run_1/placement_by_type.png
Drawn at 10 px/um. Fill, decap, tap and diode cells in gray.
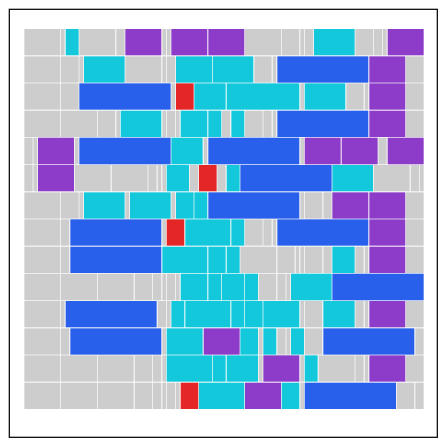
run_1/congestion.png
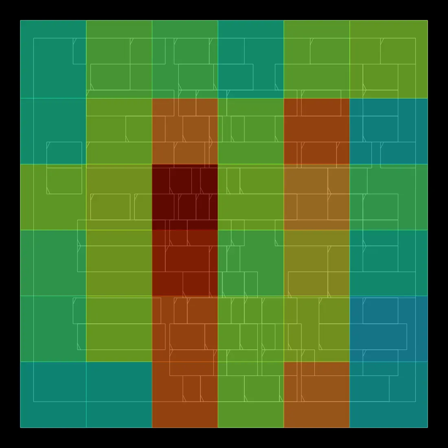
run_1/logic_types.png
Drawn at 10 px/um.
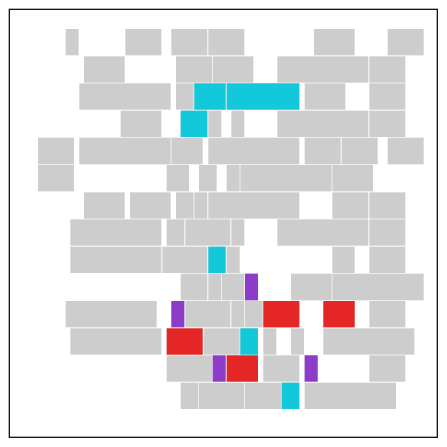
Design pc_sequencer_flat, sky130hd; sources not shown.
==> run notes <==
Summary of implementation figures.

Run status
The run finished with clean final reports.

STA
Setup total negative slack on the finished layout was measured at 0 ps. The post-route clock skew is 7.16 ps. The maximum clock frequency is about 0.46 GHz. The final timing report derives a shortest allowable period of ~2200 ps.

The worst-case setup margin in the final layout is 1000 ps. The worst-case max-slew headroom was logged as about three fifths. The slew at the pin closest to its max-slew limit is 623 ps. In the finished design, the share of the clock period the worst path needs comes to 68.7%. Setup repair after global routing left no endpoint under its margin. The final count of negative-setup-slack endpoints is 0. The final worst hold slack is 481 ps. The number of max-slew violations in the final report is 0.

The number of failing hold endpoints at the final stage is 0.

Route
Per the detail_route report, the via count comes to 571. The highest layer touched by signal routing is met4. The routed length on met3 is 111 um. The detailed router reports a met2 wire length of 739 um. The detailed-routing wirelength on met1 is 569 um. The DRC violations left is 0. Summed over all layers, the routed wires come to between 1000 and 1500 um. In the log, the iteration count for the first detailed-route pass is 4.

Floorplan
The design received a total of 16 well taps at floorplan. The horizontal die dimension is around 43 um. The floorplan step records an initial core utilization of 51.0%.

The die covers 1820 um2. The vertical die dimension is about 43 um. The area of the core region is 1520 um2. 31 I/O pins were placed.

GRT
The total global routing track utilization is roughly 18%. The first global-routing pass estimated 2360 um of wire. The initial antenna violation count is 0.

The pin count of the biggest net entering global routing is 16. Global routing finished with a remaining overflow of 0. The via count of the first global-routing pass was 587.

Setup path
The data arrival time at the worst-slack endpoint is 2400 ps. The required time of the critical path is 3400 ps. Of all nets on the critical path, the largest fanout is 6.

STA shows the worst reg2reg path with a cell count of 5. Listed in order, past its start point the critical path passes clkdlybuf4s50_1 -> xnor2_1 -> or3_4 -> a211oi_4 -> mux2_1. For this run, the slowest stage of the critical path takes 600 ps. STA classifies the critical path endpoint as a register. Among all stages on the critical path, the largest delay is contributed by sky130_fd_sc_hd__clkdlybuf4s50_1.

The type of element launching the critical path is a primary input. The critical path is of the in2reg type.

Cells and area
Sequential cells placed in the final layout were counted as 15. The final antenna diode tally reported by the flow is 0. The number of signal-net buffers in the layout is 21. The layout has 3 clock buffers. The combinational gate area is 349 um2. According to the cell report, the number of logic gates is 43. After layout, the inverter instance count without clock inverters stands at 4. The sequential cells in the finished layout cover a total of 375 um2.

After layout the signal buffers, clock cells excluded, come to a little over a fifth of cell area. The final standard cell area without fillers is between 900 and 1000 um2. The register share of the cell area is 37.9%.

Fill cells in the final layout number 121. The class occupying the most area after layout is reported as registers. After layout the clock buffers and inverters come to 2.02% of cell area. Cells with a size suffix above 1 make up 11.5% of the layout.

The area growth from synthesis to layout is 27.4%. The final layout contains approximately 110 nets. The most common logic cells in the final layout are sky130_fd_sc_hd__clkdlybuf4s50_1 (21), sky130_fd_sc_hd__dfrtp_1 (15), sky130_fd_sc_hd__nand2_1 (7).

Yosys
The mapped netlist covers 777 um2. The yosys stat chip area is about 780 um2. The net count after synthesis is 89. The synthesized instance count is 67. Of the post-synthesis cell area, the part taken by muxes is 11.6%. Per the post-synthesis stats, the area per cell is about 12 um2. The count of yosys warnings during synthesis is 0. The post-synthesis adder-cell area fraction is 8.05%.

The number of synthesized register bits is 15. Of the total synthesized cell area, the portion taken by AND-OR and OR-AND cells is between 10% and 20%. The share of the Yosys chip area taken by registers is 48.3%. The number of library cell types mapped by synthesis is 23. Per the Yosys statistics, synthesis produced 67 cells.

CTS
Hold repair after CTS inserted 0 buffers. The maximum level of the CTS H-tree is 1. The number of setup buffers added after CTS is 0.

Per the CTS log, the root buffer master is sky130_fd_sc_hd__clkbuf_2. The number of buffers on the longest clock path is 2. The number of resized instances in the post-cts repair step is 0. According to the CTS report, the clock sink count is 15. The clock buffer count from CTS is 3. TritonCTS built the clock tree.

Power and ir drop
The power density normalized to cell area is 674 nW/um2. Looking at the power breakdown, sequential logic takes 45.4% of the total. The power report puts the net switching power at 0.219 mW.

The power report attributes to the clock group a share of 13.9%. The switching share of power is roughly a third. The cell-internal power is 0.448 mW. The highest supply drop recorded on VDD is 0.000383 V.

The power consumption is 0.667 mW. The share of total power dissipated in combinational logic is 40.7%. The leakage component of the power was reported as 0.454 nW.

Placed design
Prior to clock tree synthesis, the placed netlist has a worst setup slack of 658 ps. The placement summary gives the final routability congestion estimate as roughly 0.78. Buffers placed on the I/O ports in this run total 21.

The area of placed instances is 970 um2. Note, the detailed placer reported a final HPWL of approximately 1200 um. The placed instance count is 99.

Hold path
The instance count along the most critical hold path is 1. The class of the tightest hold or removal check is reg2reg.

Flow run
The OpenROAD warning count is 30.
About placement_by_type.png:
sequential cells: marked blue, cells 15. clock drivers and dummy loads: marked red, cells 4. combinational and other logic: marked cyan, cells 47. remaining buffers and delay cells: marked purple, cells 21.
Final Core Density: 64.9%
total number of placement rows: 14

About congestion.png:
met3 global-route usage: 3.40%
DR WL/cell: 14.1 um
M2 GR Usage: 30.3%
Most Crowded Layer GR: met2
grt met1 use: 20.3%

About logic_types.png:
non-inverting ao/oa cells: marked red, cells 4, where south. aoi and oai cells: marked cyan, cells 6. inv cells: marked purple, cells 4, where south.
fraction of standard cell area in multi-input logic: 35.3%
top logic cell by instance count in the layout: sky130_fd_sc_hd__clkdlybuf4s50_1
final standard cell count with taps included and fillers excluded: 103

## run 1: cells in the mapped netlist
master	n	share of area [%]
sky130_fd_sc_hd__dfrtp_1	15	48
sky130_fd_sc_hd__o211ai_1	1	0.97
sky130_fd_sc_hd__inv_1	4	1.9
sky130_fd_sc_hd__nand3b_1	1	0.97
sky130_fd_sc_hd__or3_4	1	1.4
sky130_fd_sc_hd__nand2_1	7	3.4
sky130_fd_sc_hd__nor2_1	3	1.4
sky130_fd_sc_hd__nand3_1	2	1.3
sky130_fd_sc_hd__mux2_1	4	5.8
sky130_fd_sc_hd__a211oi_4	1	2.6
sky130_fd_sc_hd__a41oi_1	1	1.1
sky130_fd_sc_hd__and3_1	1	0.81
sky130_fd_sc_hd__nor4bb_1	1	1.3
sky130_fd_sc_hd__nand2b_1	2	1.6
sky130_fd_sc_hd__xnor2_1	1	1.1
sky130_fd_sc_hd__a32o_1	2	2.6
sky130_fd_sc_hd__o21ai_0	2	1.3
sky130_fd_sc_hd__a22o_1	2	2.3
sky130_fd_sc_hd__mux2_2	4	5.8
sky130_fd_sc_hd__ha_1	5	8.1
sky130_fd_sc_hd__a21oi_1	1	0.64
sky130_fd_sc_hd__conb_1	1	0.48
sky130_fd_sc_hd__buf_4	5	4.8
## run 1: critical path, delay by kind of cell
family	cells	cell delay, ps
AOI/OAI and AO/OA	1	330
xor gates and xnor gates	1	110
buffers and inverters	1	600
muxes	1	370
and+or+nand+nor	1	350
## run 1: power groups by stage
stage	Combinational, mW	Clock, mW	Sequential (mW)
global route	0.296	0.104	0.312
detailed placement	0.273	0	0.308
floorplan	0.153	0	0.302
CTS	0.274	0.0961	0.303
global placement	0.261	0	0.303
finish	0.271	0.0930	0.303
Power is estimated from default activity; no workload was simulated.
